==> run_1/congestion_map.png <==
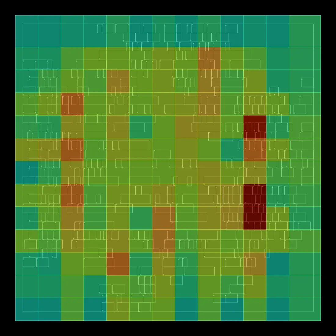
==> run_1/m2.png <==
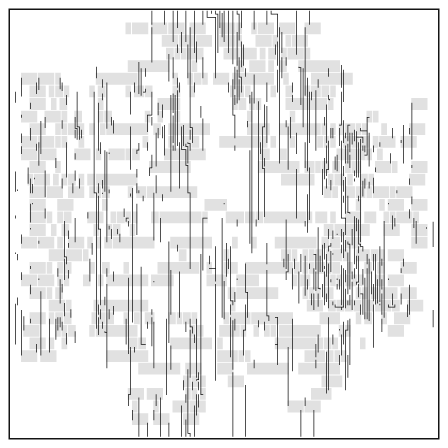
==> run_1/m3.png <==
Scale bar: 20 um.
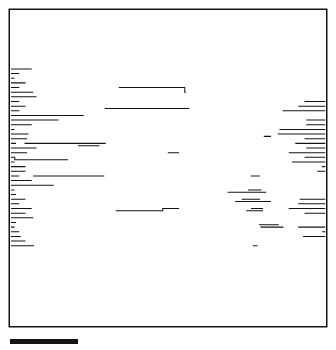
$ cat src/rtl/jk_bank_arbiter.sv
// jk_bank_arbiter: round-robin shared write port onto a W-bit JK flip-flop bank.
// Optional pairwise command-overlap detection is built when JK_CONFLICT_DET_EN is defined.
module jk_bank_arbiter #(
  parameter int R  = 4,
  parameter int W  = 8,
  parameter int RW = $clog2(R)
) (
  input  logic            clk,
  input  logic            rst,
  input  logic [R-1:0]    req,
  input  logic [R*W-1:0]  cmd_j,
  input  logic [R*W-1:0]  cmd_k,
  output logic [R-1:0]    ack,
  output logic [W-1:0]    q,
  output logic [W-1:0]    q_bar,
  output logic            busy,
  output logic [RW-1:0]   gnt_idx,
  output logic            conflict
);

  typedef enum logic [1:0] {
    IDLE  = 2'd0,
    GRANT = 2'd1,
    APPLY = 2'd2
  } state_t;

  state_t        state_q, state_d;
  logic [RW-1:0] ptr_q, ptr_d;
  logic [RW-1:0] gnt_q, gnt_d;
  logic [W-1:0]  j_q, j_d;
  logic [W-1:0]  k_q, k_d;
  logic [W-1:0]  q_q, q_d;
  logic [R-1:0]  ack_q, ack_d;

  logic [R-1:0]  mask;
  logic [R-1:0]  elig;
  logic          found;
  logic [RW-1:0] pick;
  int            cand;

  // The just-acked requester is blocked for its ack cycle only.
  always_comb begin : rr_pick
    mask  = (state_q == IDLE) ? ack_q : '0;
    elig  = req & ~mask;
    found = 1'b0;
    pick  = '0;
    cand  = 0;
    for (int off = 0; off < R; off++) begin
      cand = int'(ptr_q) + off;
      if (cand >= R) begin
        cand = cand - R;
      end
      if (!found && elig[RW'(cand)]) begin
        found = 1'b1;
        pick  = RW'(cand);
      end
    end
  end

  always_comb begin : fsm
    state_d = state_q;
    ptr_d   = ptr_q;
    gnt_d   = gnt_q;
    j_d     = j_q;
    k_d     = k_q;
    q_d     = q_q;
    ack_d   = '0;
    unique case (state_q)
      IDLE: begin
        if (found) begin
          state_d = GRANT;
          gnt_d   = pick;
          j_d     = cmd_j[pick*W +: W];
          k_d     = cmd_k[pick*W +: W];
        end
      end
      GRANT: begin
        state_d = APPLY;
      end
      APPLY: begin
        q_d          = (j_q & ~q_q) | (~k_q & q_q);
        ack_d[gnt_q] = 1'b1;
        ptr_d        = (gnt_q == RW'(R-1)) ? '0 : gnt_q + 1'b1;
        state_d      = IDLE;
      end
      default: begin
        state_d = IDLE;
      end
    endcase
  end

  always_ff @(posedge clk or posedge rst) begin
    if (rst) begin
      state_q <= IDLE;
      ptr_q   <= '0;
      gnt_q   <= '0;
      j_q     <= '0;
      k_q     <= '0;
      q_q     <= '0;
      ack_q   <= '0;
    end else begin
      state_q <= state_d;
      ptr_q   <= ptr_d;
      gnt_q   <= gnt_d;
      j_q     <= j_d;
      k_q     <= k_d;
      q_q     <= q_d;
      ack_q   <= ack_d;
    end
  end

  assign q       = q_q;
  assign q_bar   = ~q_q;
  assign ack     = ack_q;
  assign busy    = (state_q == GRANT) || (state_q == APPLY);
  assign gnt_idx = gnt_q;

`ifdef JK_CONFLICT_DET_EN
  logic conflict_q, conflict_d;

  // Any two contenders touching a common bit, regardless of who wins.
  always_comb begin : conf_det
    conflict_d = conflict_q;
    if (state_q == IDLE) begin
      for (int a = 0; a < R; a++) begin
        for (int b = a + 1; b < R; b++) begin
          if (elig[a] && elig[b] &&
              |((cmd_j[a*W +: W] | cmd_k[a*W +: W]) &
                (cmd_j[b*W +: W] | cmd_k[b*W +: W]))) begin
            conflict_d = 1'b1;
          end
        end
      end
    end
  end

  always_ff @(posedge clk or posedge rst) begin
    if (rst) begin
      conflict_q <= 1'b0;
    end else begin
      conflict_q <= conflict_d;
    end
  end

  assign conflict = conflict_q;
`else
  assign conflict = 1'b0;
`endif

endmodule

$ cat config.mk
export PLATFORM = sky130hd
export DESIGN_NAME = jk_bank_arbiter
export DESIGN_NICKNAME = d
export VERILOG_FILES = /design/src/rtl/jk_bank_arbiter.sv
export SDC_FILE = /design/constraint.sdc
export NUM_CORES = 1
export LEC_CHECK = 0
export ABC_AREA = 1
export CAP_MARGIN = 30
export CORE_MARGIN = 2
export CORE_UTILIZATION = 30
export DETAILED_ROUTE_END_ITERATION = 10
export HOLD_SLACK_MARGIN = 0.05
export PLACE_DENSITY = 0.63
export REMOVE_ABC_BUFFERS = 1
export SETUP_SLACK_MARGIN = 0.2
export SYNTH_ARGS = -nofsm -noshare
export SYNTH_HDL_FRONTEND = slang
export SYNTH_SLANG_ARGS = --single-unit
$ cat constraint.sdc
create_clock -name clk -period 3.2 [get_ports clk]
set_clock_uncertainty 0.15 [all_clocks]
set_input_delay 0.64 -clock clk [delete_from_list [all_inputs] [get_ports clk]]
set_output_delay 0.64 -clock clk [all_outputs]
set_load 0.01 [all_outputs]
==> flow_metrics.env, run 1 <==
# physical design summary
export IMPL_status="completed"
export IMPL_cts_resized=0
export IMPL_whs_ns=0.3072
export IMPL_synth_distinct_cells=24
export IMPL_dp_slack_ns=0.1944
export IMPL_power_internal_mw=1.701
export IMPL_cts_hold_fix_buffers=0
export IMPL_ir_drop_v=0.0003229
export IMPL_worstSetupPathType="input port to flip-flop"
export IMPL_cts_max_path_buffers=2
export IMPL_core_area_sq_um=7647
export IMPL_reg2reg_depth=12
export IMPL_grt_max_degree=54
export IMPL_wl_met1_um=2702
export IMPL_htreeDepth=2
export IMPL_crit_path_end_kind="flip-flop"
export IMPL_busiest_layer="met2"
export IMPL_netlist_area_sq_um=2342
export IMPL_synth_warnings=0
export IMPL_clk_latency_ns=0.28
export IMPL_drt_first_pass_iters=5
export IMPL_dieArea_sq_um=8530
export IMPL_cp_arrival_ns=2.78
export IMPL_crit_cells=10
export IMPL_cts_tree="built"
export IMPL_yosys_area_sq_um=2342
export IMPL_wire_per_inst_um=10.84
export IMPL_edf_count=0
export IMPL_clock_sinks=34
export IMPL_cp_slowest_stage_delay_ns=0.53
export IMPL_warning_count=31
export IMPL_placed_cells=527
export IMPL_fp_dieH_um=92.36
export IMPL_min_path_cells=1
export IMPL_rsz0062_at_grt="false"
export IMPL_netlist_top_cells_area="dfrtp_1 (36%), nand2_1 (19%), inv_1 (9.6%), nand3_1 (6.8%), ha_1 (4.3%)"
export IMPL_power_leakage_nw=1.727
export IMPL_nNetsFinal=510
export IMPL_common_cells="nand2_1 (116), inv_1 (60), dfrtp_1 (34), nand3_1 (32), o21ai_0 (20)"
export IMPL_critPathBufInv=2
export IMPL_layout_drive_gt1_share=0.05556
export IMPL_wl_met2_um=2500
export IMPL_ys_cells=344
export IMPL_comb_power_share=0.667
export IMPL_pin_count=94
export IMPL_flop_cell="dfrtp_1"
export IMPL_cp_max_fo=21
export IMPL_required_ns=3.27
export IMPL_syn_to_final_growth_pct=45.67
export IMPL_layout_setup_ws_ns=0.4840
export IMPL_async_flop_share=1.000
export IMPL_fp_util=0.3063
export IMPL_grt_pass1_wl_um=9887
export IMPL_tns_ns=0
export IMPL_yosysSeqAreaShare=0.3632
export IMPL_wl_met3_um=511
export IMPL_max_slew_margin=0.4457
export IMPL_ys_ff=34
export IMPL_cts_setup_buffers=0
export IMPL_routed_top_layer="met4"
export IMPL_drt_antenna_violating_nets=0
export IMPL_p_seq_frac=0.246
export IMPL_crit_chain="clkdlybuf4s50_1 > nand3_1 > nand3_1 > nand2_1 > nand4_4 > nand2_1 > buf_4 > nor2_2 > nand2_1 > nand3_1"
export IMPL_max_freq_mhz=368.2
export IMPL_root_buffer="clkbuf_8"
## Picture notes: congestion_map.png
Tot GR Track Use: 0.1435
met1 usage: 0.1835
GRT met2 Usage: 0.2287

## Picture notes: m2.png
The layer carries 2500 um of wire. The layer holds 43% of the routed length.
via count: 2343
Routed WL: 5789 um

## Picture notes: m3.png
The layer carries 511 um of wire. The wires run mostly horizontal. The longest straight run is 24.4 um. 75 nets have wire on it.
met3 Track Usage GR: 0.04557

[run 1: area by class of cell]
type / count / area, sq um
Tap cell: 102 / 127.6
Inverter: 62 / 235.2
Sequential cell: 34 / 850.8
Multi-Input combinational cell: 233 / 1155
Fill cell: 790 / 4235
Clock buffer: 7 / 76.32
Timing Repair Buffer: 96 / 967.2
[run 1: logic make-up after synthesis]
logic type,count (synthesis),share of synthesized area
simple gates,174,0.3360
buf+inv,77,0.1437
compound gates,50,0.1127
flops,34,0.3632
fa+ha+maj,8,0.04274
other cells,1,0.001601
[run 1: cells in the final DEF, fill, tap and decap left out, types with 8 or more instances in the layout]
cell	synthesis	layout
nand2_1	116	116
o21ai_1	10	10
a21oi_1	11	11
o21ai_0	20	20
nand3_1	32	32
clkdlybuf4s50_1	0	92
inv_1	60	60
nand4_1	9	9
dfrtp_1	34	34
ha_1	8	8
a31oi_1	8	8
[run 1: worst paths after layout]
kind                            startpoint  slack, ns      to
worst max-delay path                req[1]       0.48  j_q[2]
worst min-delay path                k_q[7]       0.31    q[7]
worst max register to register  state_q[0]       0.49  j_q[2]
worst min register to register      k_q[7]       0.31    q[7]
max in group asynchronous              rst       1.97  j_q[4]
min in group asynchronous              rst       0.62    q[1]
[run 1: sequential cells by signal (all words and copies together) (netlist names)]
signal,flops
q,8
ptr_q,2
ack,4
j_q,8
gnt_idx,2
k_q,8
state_q,2
[run 1: power by group through the flow]
stage               registers, mW  logic (mW)  clock network [mW]
floorplan                   0.817        1.40                   0
global placement            0.821        2.18                   0
detailed placement          0.827        2.23                   0
CTS                         0.819        2.24               0.305
global route                0.848        2.55               0.328
finish                      0.816        2.22               0.290
==> run_1/ff_map.png <==
Other sequential cells in the stronger grey, the rest of the logic in the fainter grey.
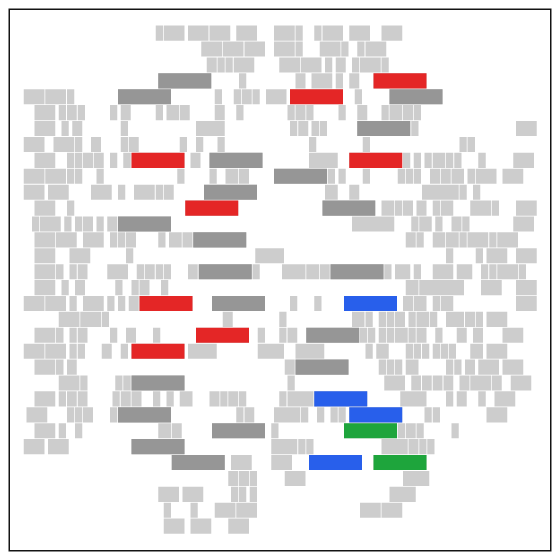

==> run 2, diff against run 1 <==
- clock period: 3.2 -> 2.7 ns (I/O delays scaled with it)
==> run_2/ff_map.png <==
Other sequential cells in the stronger grey, the rest of the logic in the fainter grey.
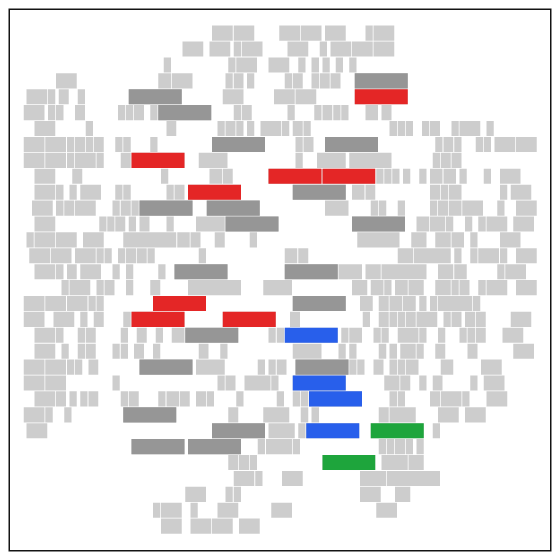
ack: marked blue, placed flops 4. state_q: marked green, placed flops 2. j_q: marked red, placed flops 8.
flop share of the area: 0.2369
sequential cell area: 850.8 sq um

==> run_2/m2.png <==
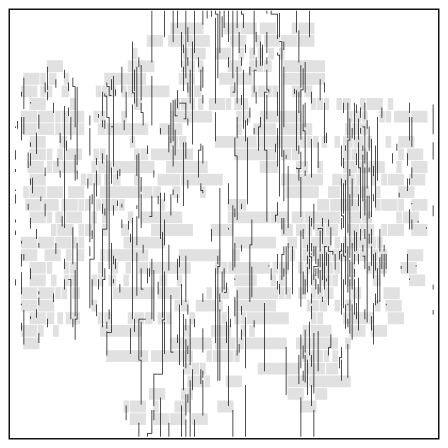
The layer carries 2720 um of wire. The wires run mostly vertical. 370 nets have wire on it. The layer holds 44% of the routed length. The longest straight run is 32.6 um.
GRT met2 Usage: 0.2366
via count: 2430
Routed WL: 6188 um

==> run 2 against run 1 <==
Sequential cell count unchanged. Sequential power up 19%. Cell count up 2.2%. First-iteration DRC count up 56%. Largest cell class unchanged. Critical path depth up 2. Register-to-register slack worse by 0.12 ns. Critical endpoint is now j_q[5]. Total power up 35%. Non-clock buffer count up 13.
==> flow_metrics.env, run 2 <==
# physical design summary
export IMPL_start_kind="input port"
export IMPL_cts_setup_buffers=1
export IMPL_total_power_mw=4.501
export IMPL_layout_setup_ws_ns=0.3247
export IMPL_p_seq_frac=0.217
export IMPL_finalSetupViolations=0
export IMPL_cp_slowest_stage_delay_ns=0.50
export IMPL_fp_dieH_um=92.36
export IMPL_dieArea_sq_um=8530
export IMPL_remaining_drc_errors=0
export IMPL_max_cap_viol_count=0
export IMPL_layout_drive_gt1_share=0.09234
export IMPL_syn_to_final_growth_pct=53.37
export IMPL_cp_max_fo=26
export IMPL_max_slew_margin=0.4383
export IMPL_edf_count=0
export IMPL_numCtsBuffers=5
export IMPL_crit_path_end_kind="flip-flop"
export IMPL_worstSetupPathType="input port to flip-flop"
export IMPL_maxSlewViolCount=0
export IMPL_synth_cells=344
export IMPL_placed_cells=534
export IMPL_placementRows=32
export IMPL_flop_cell="dfrtp_1"
export IMPL_core_area_sq_um=7647
export IMPL_required_ns=2.76
export IMPL_final_cell_mix="nand2_1 (116), clkdlybuf4s50_1 (92), inv_1 (59)"
export IMPL_placed_area_sq_um=3385
export IMPL_cts_hold_fix_buffers=0
export IMPL_crit_chain="clkdlybuf4s50_1 > nand3_1 > nand3_1 > nand2_2 > nand2_1 > nand2_1 > nand2_2 > nand3_4 > clkbuf_16 > o21ai_0 > nand2_1 > nand3_1"
export IMPL_common_cells="nand2_1 (116), inv_1 (60), dfrtp_1 (34), nand3_1 (32), o21ai_0 (20)"
export IMPL_cts_max_path_buffers=2
export IMPL_netlist_top_cells_area="dfrtp_1 (36%), nand2_1 (19%), inv_1 (9.6%), nand3_1 (6.8%), ha_1 (4.3%)"
export IMPL_top_area_frac=0.3632
export IMPL_antenna_found_initial=0
export IMPL_grt_pass1_wl_um=9825
export IMPL_synth_distinct_cells=24
export IMPL_nNetsFinal=523
export IMPL_max_freq_mhz=421.0
export IMPL_p_per_area_nw_per_um2=1253
export IMPL_finish_cell_count_without_fillers=546
export IMPL_wire_per_inst_um=11.33
export IMPL_grt_max_degree=54
export IMPL_async_flop_share=1.000
export IMPL_track_usage=0.1412
export IMPL_portBuffers=92
export IMPL_drt_antenna_violating_nets=0
export IMPL_status="completed"
export IMPL_comb_power_share=0.703
export IMPL_cp_arrival_ns=2.44
export IMPL_finalCritPeriodShare=0.8797
export IMPL_power_internal_mw=2.398
export IMPL_switching_share=0.4673
export IMPL_finalHoldViolCount=0
export IMPL_warning_count=31
export IMPL_tightest_slew_ns=0.8426
export IMPL_pin_count=94
export IMPL_cts_resized=4
export IMPL_clk_latency_ns=0.28
export IMPL_whs_ns=0.3153
export IMPL_dp_slack_ns=-0.2897
export IMPL_hpwl_um=4409
export IMPL_cts_tree="built"
export IMPL_p_sw_mw=2.103
export IMPL_critPathBufInv=2
export IMPL_ir_drop_v=0.0005100
export IMPL_rsz0062_at_grt="false"
export IMPL_path_clk_slew_ns=0.06
export IMPL_yosysSeqAreaShare=0.3632
export IMPL_yosys_area_sq_um=2342
export IMPL_gp_congestion=0.8868
export IMPL_htreeDepth=2
export IMPL_fin_crit_ns=2.375
export IMPL_layout_top_cell="nand2_1"
export IMPL_clock_sinks=34
export IMPL_drt_first_pass_iters=4
export IMPL_cp_slowest_cell="clkdlybuf4s50_1"
export IMPL_netlist_area_sq_um=2342
export IMPL_tns_ns=0
export IMPL_ys_cells=344
export IMPL_ys_ff=34
export IMPL_hold_path_class="flip-flop to flip-flop"
export IMPL_root_buffer="clkbuf_8"
export IMPL_synth_warnings=0
export IMPL_power_leakage_nw=1.812
export IMPL_fp_util=0.3063
[run 2: netlist changes by cell type in the layout (fill, tap and decap cells not counted), sizes merged]
cell / delta
buf: +11
clkbuf: +1
[run 2: layer usage]
| metal | GRT usage | share of wire | vias up |
|---|---|---|---|
| met4 | 0.03109 | 0.010 | 0 |
| li1 | - | - | 1279 |
| met2 | 0.2366 | 0.44 | 82 |
| met5 | 0 | 0 | - |
| met1 | 0.1835 | 0.48 | 1060 |
| met3 | 0.03662 | 0.066 | 9 |
[run 2: final cells by class]
type | count | area [sq um]
clock buffer | 6 | 82.58
fill | 755 | 4055
inverter | 62 | 235.2
multi-input combinational | 233 | 1187
sequential | 34 | 850.8
tap | 102 | 127.6
timing repair buffer | 109 | 1109
[run 2: final timing paths]
check | slack (ns) | depth (start not counted) | start | to
setup / recovery | 0.32 | 12 | req[0] | j_q[5]
max in group asynchronous | 1.56 | 3 | rst | ack[1]
setup reg to reg | 0.37 | 13 | state_q[0] | j_q[5]
min in group asynchronous | 0.54 | 3 | rst | q[6]
hold reg to reg | 0.32 | 1 | k_q[0] | q[0]
hold / removal | 0.32 | 1 | k_q[0] | q[0]
[run 2: power by group through the flow]
stage / sequential (mW) / clock [mW] / combinational [mW]
floorplan: 0.968 / 0 / 1.66
global placement: 0.973 / 0 / 2.68
detailed placement: 0.982 / 0 / 2.74
CTS: 0.978 / 0.373 / 2.86
global route: 1.02 / 0.398 / 3.54
finish: 0.975 / 0.361 / 3.17
[run 2: cells by family after synthesis]
family	count (synthesis)	synth area share
AOI/OAI and AO/OA	50	0.1127
adders and majority gates	8	0.04274
buffers and inverters	77	0.1437
DFF	34	0.3632
other	1	0.001601
and+or+nand+nor	174	0.3360
Power figures rest on the tool's default switching activity, not on a simulated workload.
